### src/rtl/julia_pkg.sv
// Shared fixed-point types, constants and the mapper state encoding
// used by the Julia front end.
package julia_pkg;

    localparam int WIDTH      = 22;
    localparam int FRACTIONAL = 11;

    typedef logic signed [WIDTH-1:0] fixp_t;

    localparam fixp_t FIXP_ONE = fixp_t'(1 << FRACTIONAL);

    typedef enum logic [1:0] {
        IDLE,
        LOAD,
        RUN,
        DONE
    } mapper_state_t;

endpackage

### src/rtl/pixel_plane_mapper_if.sv
// Point stream from the pixel plane mapper to the iteration workers:
// valid/ready handshake carrying z0, its pixel coordinates and a frame-last flag.
interface pixel_plane_mapper_if #(
    parameter int WIDTH = 22,
    parameter int XW    = 10,
    parameter int YW    = 10
);
    logic                    out_valid;
    logic                    out_ready;
    logic signed [WIDTH-1:0] z_real_out;
    logic signed [WIDTH-1:0] z_imag_out;
    logic [XW-1:0]           x_out;
    logic [YW-1:0]           y_out;
    logic                    last_out;

    modport master (
        output out_valid, z_real_out, z_imag_out, x_out, y_out, last_out,
        input  out_ready
    );

    modport slave (
        input  out_valid, z_real_out, z_imag_out, x_out, y_out, last_out,
        output out_ready
    );
endinterface

### src/rtl/raster_counter.sv
// Column/row counters for one frame walk: column wraps at H_RES-1, row
// advances by a runtime stride; flags the last pixel of the visited rows.
module raster_counter #(
    parameter int H_RES = 640,
    parameter int V_RES = 480,
    parameter int XW    = 10,
    parameter int YW    = 10
) (
    input  logic          clk,
    input  logic          rst,
    input  logic          load,
    input  logic          advance,
    input  logic [YW-1:0] row_first,
    input  logic [YW-1:0] row_stride,
    output logic [XW-1:0] x,
    output logic [YW-1:0] y,
    output logic          row_end,
    output logic          frame_last
);

    localparam logic [XW-1:0] X_LAST = XW'(H_RES - 1);
    localparam logic [YW:0]   V_LIM  = (YW + 1)'(V_RES);

    logic [XW-1:0] x_q, x_d;
    logic [YW-1:0] y_q, y_d;
    logic [YW:0]   y_next_wide;

    // One extra bit so a stride stepping past the frame never aliases back in.
    assign y_next_wide = {1'b0, y_q} + {1'b0, row_stride};
    assign row_end     = (x_q == X_LAST);
    assign frame_last  = row_end && (y_next_wide >= V_LIM);

    always_comb begin
        x_d = x_q;
        y_d = y_q;
        if (load) begin
            x_d = '0;
            y_d = row_first;
        end else if (advance) begin
            if (row_end) begin
                x_d = '0;
                y_d = y_next_wide[YW-1:0];
            end else begin
                x_d = x_q + XW'(1);
            end
        end
    end

    always_ff @(posedge clk) begin
        if (rst) begin
            x_q <= '0;
            y_q <= '0;
        end else begin
            x_q <= x_d;
            y_q <= y_d;
        end
    end

    assign x = x_q;
    assign y = y_q;

endmodule

### src/rtl/pixel_plane_mapper.sv
// Walks a frame raster and streams one complex start point z0 per pixel,
// built by incremental adds. Optional row interleave: MAPPER_ROW_INTERLEAVE_EN.
module pixel_plane_mapper
    import julia_pkg::*;
#(
    parameter int WIDTH      = julia_pkg::WIDTH,
    parameter int FRACTIONAL = julia_pkg::FRACTIONAL,
    parameter int H_RES      = 640,
    parameter int V_RES      = 480,
    parameter int XW         = 10,
    parameter int YW         = 10
) (
    input  logic                    clk,
    input  logic                    rst,
    input  logic                    start,
    input  logic signed [WIDTH-1:0] cfg_origin_re,
    input  logic signed [WIDTH-1:0] cfg_origin_im,
    input  logic signed [WIDTH-1:0] cfg_step,
`ifdef MAPPER_ROW_INTERLEAVE_EN
    input  logic [YW-1:0]           cfg_row_first,
    input  logic [YW-1:0]           cfg_row_stride,
    input  logic signed [WIDTH-1:0] cfg_row_step_im,
`endif
    output logic                    busy,
    output logic                    done,
    pixel_plane_mapper_if.master    m_if
);

    if (FRACTIONAL < 0 || FRACTIONAL >= WIDTH || (1 << XW) < H_RES || (1 << YW) < V_RES)
    begin : g_param_check
        $error("pixel_plane_mapper: inconsistent WIDTH/FRACTIONAL or index widths");
    end

    mapper_state_t state_q, state_d;

    logic signed [WIDTH-1:0] origin_re_q, origin_re_d;
    logic signed [WIDTH-1:0] origin_im_q, origin_im_d;
    logic signed [WIDTH-1:0] step_q, step_d;
    logic signed [WIDTH-1:0] re_acc_q, re_acc_d;
    logic signed [WIDTH-1:0] im_acc_q, im_acc_d;

    logic [YW-1:0]           row_first;
    logic [YW-1:0]           row_stride;
    logic signed [WIDTH-1:0] row_step;

    logic          cnt_load, cnt_advance;
    logic          row_end, frame_last;
    logic [XW-1:0] x_cur;
    logic [YW-1:0] y_cur;
    logic          xfer;

`ifdef MAPPER_ROW_INTERLEAVE_EN
    logic [YW-1:0]           row_first_q, row_first_d;
    logic [YW-1:0]           row_stride_q, row_stride_d;
    logic signed [WIDTH-1:0] row_step_q, row_step_d;

    always_comb begin
        row_first_d  = row_first_q;
        row_stride_d = row_stride_q;
        row_step_d   = row_step_q;
        if (state_q == IDLE && start) begin
            row_first_d  = cfg_row_first;
            row_stride_d = cfg_row_stride;
            row_step_d   = cfg_row_step_im;
        end
    end

    always_ff @(posedge clk) begin
        if (rst) begin
            row_first_q  <= '0;
            row_stride_q <= '0;
            row_step_q   <= '0;
        end else begin
            row_first_q  <= row_first_d;
            row_stride_q <= row_stride_d;
            row_step_q   <= row_step_d;
        end
    end

    assign row_first  = row_first_q;
    assign row_stride = row_stride_q;
    assign row_step   = row_step_q;
`else
    assign row_first  = '0;
    assign row_stride = YW'(1);
    assign row_step   = step_q;
`endif

    assign xfer = (state_q == RUN) && m_if.out_ready;

    always_comb begin
        state_d     = state_q;
        origin_re_d = origin_re_q;
        origin_im_d = origin_im_q;
        step_d      = step_q;
        re_acc_d    = re_acc_q;
        im_acc_d    = im_acc_q;
        cnt_load    = 1'b0;
        cnt_advance = 1'b0;
        case (state_q)
            IDLE: begin
                if (start) begin
                    state_d     = LOAD;
                    origin_re_d = cfg_origin_re;
                    origin_im_d = cfg_origin_im;
                    step_d      = cfg_step;
                end
            end
            LOAD: begin
                state_d  = RUN;
                cnt_load = 1'b1;
                re_acc_d = origin_re_q;
                im_acc_d = origin_im_q;
            end
            RUN: begin
                if (xfer) begin
                    // The final point is left on the outputs rather than advanced past the frame.
                    if (frame_last) begin
                        state_d = DONE;
                    end else begin
                        cnt_advance = 1'b1;
                        if (row_end) begin
                            re_acc_d = origin_re_q;
                            im_acc_d = im_acc_q + row_step;
                        end else begin
                            re_acc_d = re_acc_q + step_q;
                        end
                    end
                end
            end
            DONE: begin
                state_d = IDLE;
            end
            default: begin
                state_d = IDLE;
            end
        endcase
    end

    always_ff @(posedge clk) begin
        if (rst) begin
            state_q     <= IDLE;
            origin_re_q <= '0;
            origin_im_q <= '0;
            step_q      <= '0;
            re_acc_q    <= '0;
            im_acc_q    <= '0;
        end else begin
            state_q     <= state_d;
            origin_re_q <= origin_re_d;
            origin_im_q <= origin_im_d;
            step_q      <= step_d;
            re_acc_q    <= re_acc_d;
            im_acc_q    <= im_acc_d;
        end
    end

    raster_counter #(
        .H_RES (H_RES),
        .V_RES (V_RES),
        .XW    (XW),
        .YW    (YW)
    ) u_raster (
        .clk        (clk),
        .rst        (rst),
        .load       (cnt_load),
        .advance    (cnt_advance),
        .row_first  (row_first),
        .row_stride (row_stride),
        .x          (x_cur),
        .y          (y_cur),
        .row_end    (row_end),
        .frame_last (frame_last)
    );

    assign busy            = (state_q != IDLE);
    assign done            = (state_q == DONE);
    assign m_if.out_valid  = (state_q == RUN);
    assign m_if.z_real_out = re_acc_q;
    assign m_if.z_imag_out = im_acc_q;
    assign m_if.x_out      = x_cur;
    assign m_if.y_out      = y_cur;
    assign m_if.last_out   = (state_q == RUN) && frame_last;

endmodule
### src/flat_wrapper.sv
// flat-port wrapper written by rule: the top's interface ports become plain ports
module pixel_plane_mapper_flat import julia_pkg::*;
#(
    parameter int WIDTH      = julia_pkg::WIDTH,
    parameter int FRACTIONAL = julia_pkg::FRACTIONAL,
    parameter int H_RES      = 640,
    parameter int V_RES      = 480,
    parameter int XW         = 10,
    parameter int YW         = 10
)
  (clk, rst, start, cfg_origin_re, cfg_origin_im, cfg_step, busy, done, m_if_out_valid, m_if_z_real_out, m_if_z_imag_out, m_if_x_out, m_if_y_out, m_if_last_out, m_if_out_ready);
  pixel_plane_mapper_if #(.WIDTH(WIDTH), .XW(XW), .YW(YW)) m_if_i ();
  input  logic clk;
  input  logic rst;
  input  logic start;
  input  logic signed [WIDTH-1:0] cfg_origin_re;
  input  logic signed [WIDTH-1:0] cfg_origin_im;
  input  logic signed [WIDTH-1:0] cfg_step;
  output logic busy;
  output logic done;
  output wire logic [$bits(m_if_i.out_valid)-1:0] m_if_out_valid;
  output wire logic [$bits(m_if_i.z_real_out)-1:0] m_if_z_real_out;
  output wire logic [$bits(m_if_i.z_imag_out)-1:0] m_if_z_imag_out;
  output wire logic [$bits(m_if_i.x_out)-1:0] m_if_x_out;
  output wire logic [$bits(m_if_i.y_out)-1:0] m_if_y_out;
  output wire logic [$bits(m_if_i.last_out)-1:0] m_if_last_out;
  input wire logic [$bits(m_if_i.out_ready)-1:0] m_if_out_ready;
  assign m_if_out_valid = m_if_i.out_valid;
  assign m_if_z_real_out = m_if_i.z_real_out;
  assign m_if_z_imag_out = m_if_i.z_imag_out;
  assign m_if_x_out = m_if_i.x_out;
  assign m_if_y_out = m_if_i.y_out;
  assign m_if_last_out = m_if_i.last_out;
  assign m_if_i.out_ready = m_if_out_ready;
  pixel_plane_mapper #(.WIDTH(WIDTH), .FRACTIONAL(FRACTIONAL), .H_RES(H_RES), .V_RES(V_RES), .XW(XW), .YW(YW)) u_core (.clk(clk), .rst(rst), .start(start), .cfg_origin_re(cfg_origin_re), .cfg_origin_im(cfg_origin_im), .cfg_step(cfg_step), .busy(busy), .done(done), .m_if(m_if_i));
endmodule
### config.mk
export PLATFORM = sky130hd
export DESIGN_NAME = pixel_plane_mapper_flat
export DESIGN_NICKNAME = d
export VERILOG_FILES = /design/src/rtl/julia_pkg.sv /design/src/rtl/pixel_plane_mapper_if.sv /design/src/rtl/raster_counter.sv /design/src/rtl/pixel_plane_mapper.sv /design/src/flat_wrapper.sv
export SDC_FILE = /design/constraint.sdc
export NUM_CORES = 1
export LEC_CHECK = 0
export CAP_MARGIN = 40
export CORE_MARGIN = 1.5
export CORE_UTILIZATION = 53
export DETAILED_ROUTE_END_ITERATION = 10
export HOLD_SLACK_MARGIN = 0.03
export PLACE_DENSITY = 0.9
export SYNTH_ARGS = -nofsm -noshare
export SYNTH_HDL_FRONTEND = slang
export SYNTH_SLANG_ARGS = --single-unit
### constraint.sdc
create_clock -name clk -period 3.2 [get_ports clk]
set_clock_uncertainty 0.1 [all_clocks]
set_input_delay 0.48 -clock clk [delete_from_list [all_inputs] [get_ports clk]]
set_output_delay 0.48 -clock clk [all_outputs]
set_load 0.02 [all_outputs]
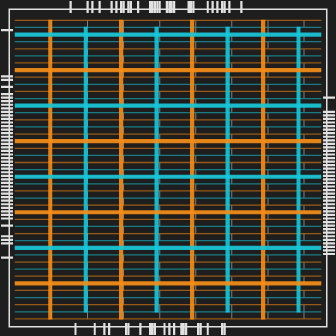
(power grid)
Pins as bars on the die edge. Tap cells in grey.
[VDD] cyan
[VSS] orange
rows: 42
met4 straps: 8
met1 rails: 43
signal pins: 138
core box area: 13400 sq um
Die H: 120.9 um
Peak supply drop: 440.7 uV
Die X: 120.9 um

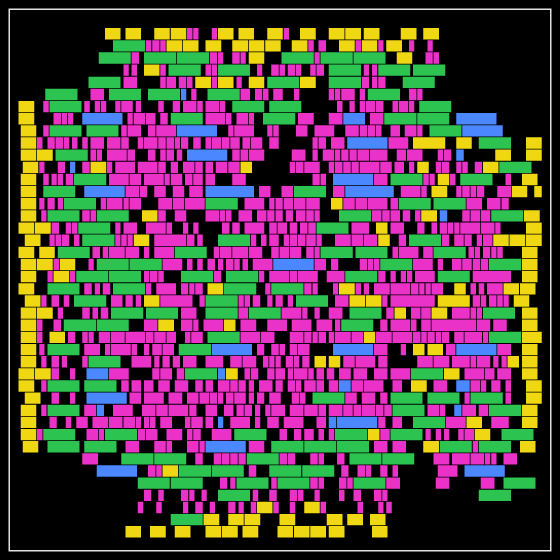
(cell classes on the final placement)
[flip-flops] green | cells: 132 | share of their area: 28%
[all other logic] magenta | cells: 755 | share of their area: 49%
[other buffers and delay cells] yellow | cells: 155 | share of their area: 16%
[clock drivers and dummy loads] blue | cells: 32 | share of their area: 6.1%
cell area after layout: 9522 sq um
Rows: 42
sequential cell area share: 27.75%
post-layout util: 71.06%

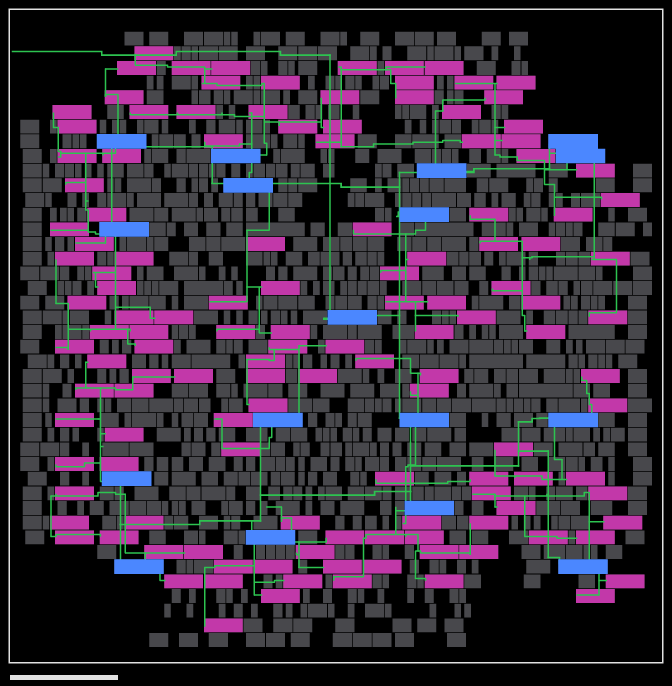
(clock distribution)
Scale bar: 20 um.
[cells driving clock nets] blue | count: 17
[flip-flops] magenta | count: 132
[clock wires] green | length: 1640 um
routed clock nets: 18
flops lie: widely spread
Latency at later pin: 0.43 ns
Clock Power: 1.89 mW
Clk pwr share: 26.8%

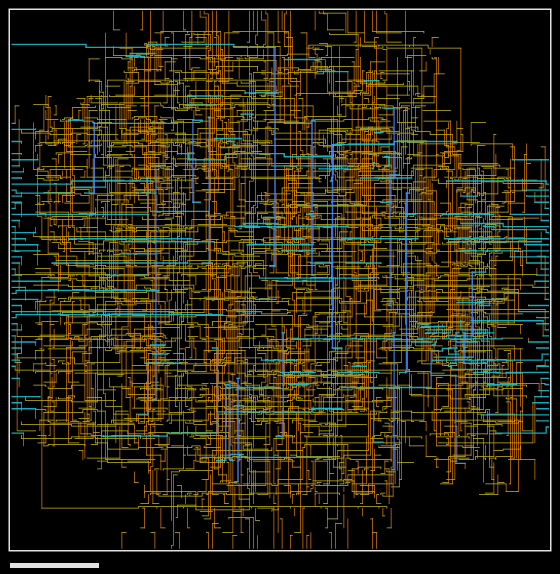
(wiring by layer)
Scale bar: 20 um.
[met3] cyan | wire length: 1590 um
[met2] orange | wire length: 9810 um
[met4] blue | wire length: 596 um
[met1] yellow | wire length: 8630 um
Total Wirelength: 20.63 mm
DR vias: 7451
WL/cell: 16.50 um
All-Layer GR Usage: 28.87%

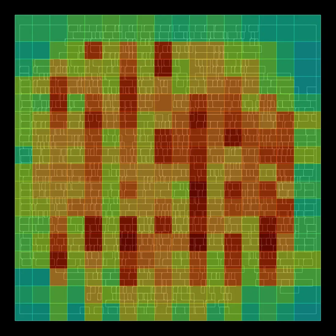
(congestion heat map)
routing usage on met1: 36.43%
Most Crowded Layer GR: met2

==> impl_metrics.json <==
{
  "status": "finished clean",
  "highest_layer": "met4",
  "hold_class": "register to register",
  "worst_slew_margin_rel_pct": 52.69,
  "grt_pass1_wl_mm": 33.72,
  "worst_pin_slew_ns": 0.7097,
  "slowest_delay_ns": 0.55,
  "grt_pass1_vias": 6996,
  "antenna_found_initial": 0,
  "crit_top_cell": "nor2_1",
  "grt_max_degree": 69,
  "syn_avg_cell_area_sq_um": 7.889,
  "io_pins": 138,
  "cts_htree_levels": 4,
  "path_clk_slew_ns": 0.06,
  "crit_type": "register to register",
  "portBuffers": 137,
  "hold_ws_ns": 0.3516,
  "initCoreUtil_pct": 54.99,
  "gr-total-overflow": 0,
  "fmax_ghz": 0.3374,
  "cp_max_fo": 3,
  "n_antenna_cell": 0,
  "crit_required_ns": 3.38,
  "first_iter_violations": 522,
  "arrival_ns": 3.15,
  "p_per_area_nw_per_um2": 742.5,
  "cts_sinks": 132,
  "rsz0062_at_grt": "false",
  "tool_warnings": 32,
  "ctsRootBufferMaster": "clkbuf_16",
  "ys_seq_share_pct": 35.86,
  "cp_slowest_cell": "a2111oi_1",
  "gp_congestion": 0.9102,
  "drt-met1-wl_mm": 8.629,
  "start_kind": "register",
  "yosys_cells": 934,
  "cts_hold_buf": 0,
  "synth.largest_area_cell": "dfxtp_1",
  "cts_tree": "done",
  "netlist_area_sq_um": 7368,
  "p_leak_nw": 3.750,
  "maxSlewViolCount": 0,
  "r2r_end": "u_core.m_if.z_real_out[18]",
  "chipArea_sq_um": 14620,
  "synth_cell_types": 66,
  "drtPass1Iterations": 5,
  "hpwl_mm": 14.76,
  "netlist.area_leader.share_pct": 35.86,
  "layout_setup_ws_ns": 0.2360,
  "cp_cell_sequence": "ha_1, fa_1, a211oi_1, o21ai_0, a2111oi_1, o31ai_1, nor2_1, xnor2_1, a21oi_1, nor2_1",
  "fill_cells": 1060,
  "hp-start": "u_core.origin_im_q[13]",
  "cts_resized": 0,
  "area_growth_pct": 29.22,
  "ys_warn_count": 0,
  "cap_violations": 0,
  "fin_crit_sh_pct": 92.63,
  "numSynthFlops": 132,
  "fin_nets": 1183,
  "synthFlopType": "dfxtp_1",
  "drc": 0,
  "reg2reg_from": "u_core.m_if.z_real_out[0]",
  "numCtsBuffers": 17,
  "pre_cts_slack_ns": 0.1864,
  "crit_buf_inv": 0,
  "synthTopCellsByArea": "dfxtp_1 36%, nand2_1 9.8%, ha_1 8.5%, a21oi_1 8.0%, nor2_1 4.0%",
  "reg2reg_depth": 10,
  "met3_length_mm": 1.594,
  "edf_count": 0
}
[per-stage QoR]
stage / instance area [sq um] / cells / total power, mW
after global placement: 8932 / 1216 / 5.060
after global routing: 9522 / 1250 / 7.476
final: 9522 / 1250 / 7.070
after floorplan: 7368 / 934 / 4.156
after detailed placement: 8932 / 1216 / 5.145
after CTS: 9518 / 1250 / 7.050
[how the worst max path moves through the flow]
stage	slack, ns	endpoint	startpoint	cells after the start
finish	0.24	u_core.m_if.z_real_out[18]	u_core.m_if.z_real_out[0]	10
global route	0.03	u_core.m_if.z_real_out[18]	u_core.m_if.z_real_out[0]	10
CTS	0.07	m_if_last_out	u_core.u_raster.x[0]	6
detailed placement	0.19	u_core.m_if.z_real_out[18]	u_core.m_if.z_real_out[0]	10
global placement	0.27	u_core.m_if.z_real_out[16]	u_core.m_if.z_real_out[0]	10
floorplan	0.38	u_core.m_if.z_real_out[16]	u_core.m_if.z_real_out[0]	10
[power by group]
| group | internal [mW] | switching [mW] |
|---|---|---|
| logic | 1.21 | 1.70 |
| registers | 1.97 | 0.297 |
| clock network | 1.18 | 0.713 |
| total | 4.36 | 2.71 |
[cell families (layout without fill, tap and decap cells)]
kind of cell / after synthesis / in the layout / share of synthesized area (%)
xor gates and xnor gates: 38 / 38 / 4.517
muxes: 15 / 15 / 2.055
adders and majority gates: 52 / 52 / 9.034
and+or+nand+nor: 361 / 361 / 21.82
buffers and inverters: 64 / 204 / 3.345
AOI/OAI and AO/OA: 272 / 272 / 23.37
DFF: 132 / 132 / 35.86
[placed cells by master (no fill, tap or decap), types with 6 or more instances in the layout]
cell,netlist,layout
o21ai_0,25,25
or3_1,8,8
o21bai_1,6,6
a21o_1,15,15
a21oi_1,118,118
nand4_1,8,8
o21ai_1,14,14
clkdlybuf4s50_1,0,135
clkinv_2,0,6
xnor2_1,19,19
o211ai_1,10,10
ha_1,50,50
a311oi_1,14,14
inv_1,16,16
nor3_1,15,15
nand2_1,192,191
nand3_1,20,20
a211oi_1,21,21
buf_4,0,16
nor2_1,78,78
dfxtp_1,132,132
a31oi_1,15,15
xor2_1,19,19
mux2i_1,14,14
clkbuf_16,0,17
[layout make-up]
class	count	area, sq um	area share (%)
clock inverters	10	106.4	1.117
clock buffers	22	464.2	4.875
repair buffers	155	1529	16.06
multi-input cells	738	4496	47.21
flip-flops and latches	132	2643	27.75
well taps	176	220.2	2.313
inverters	17	63.81	0.6702
[flip-flops by register name, summed over array words and instances, names as in the netlist]
name	flops
u_core.row_step	22
u_core.state_q	2
u_core.u_raster.y	10
u_core.origin_re_q	22
u_core.m_if.z_real_out	22
u_core.m_if.z_imag_out	22
u_core.u_raster.x	10
u_core.origin_im_q	22
[worst register-to-register path: stages, from the launching register on]
cell,delay [ns]
dfxtp_1,0.32
ha_1,0.24
fa_1,0.44
a211oi_1,0.31
o21ai_0,0.21
a2111oi_1,0.55
o31ai_1,0.22
nor2_1,0.15
xnor2_1,0.08
a21oi_1,0.15
nor2_1,0.05
[layer usage]
layer / vias to the layer above / GRT usage (%)
met5: - / 0
met4: 0 / 10.51
met3: 57 / 6.438
met2: 334 / 48.40
met1: 3470 / 36.43
li1: 3590 / -
Power is estimated from default activity; no workload was simulated.
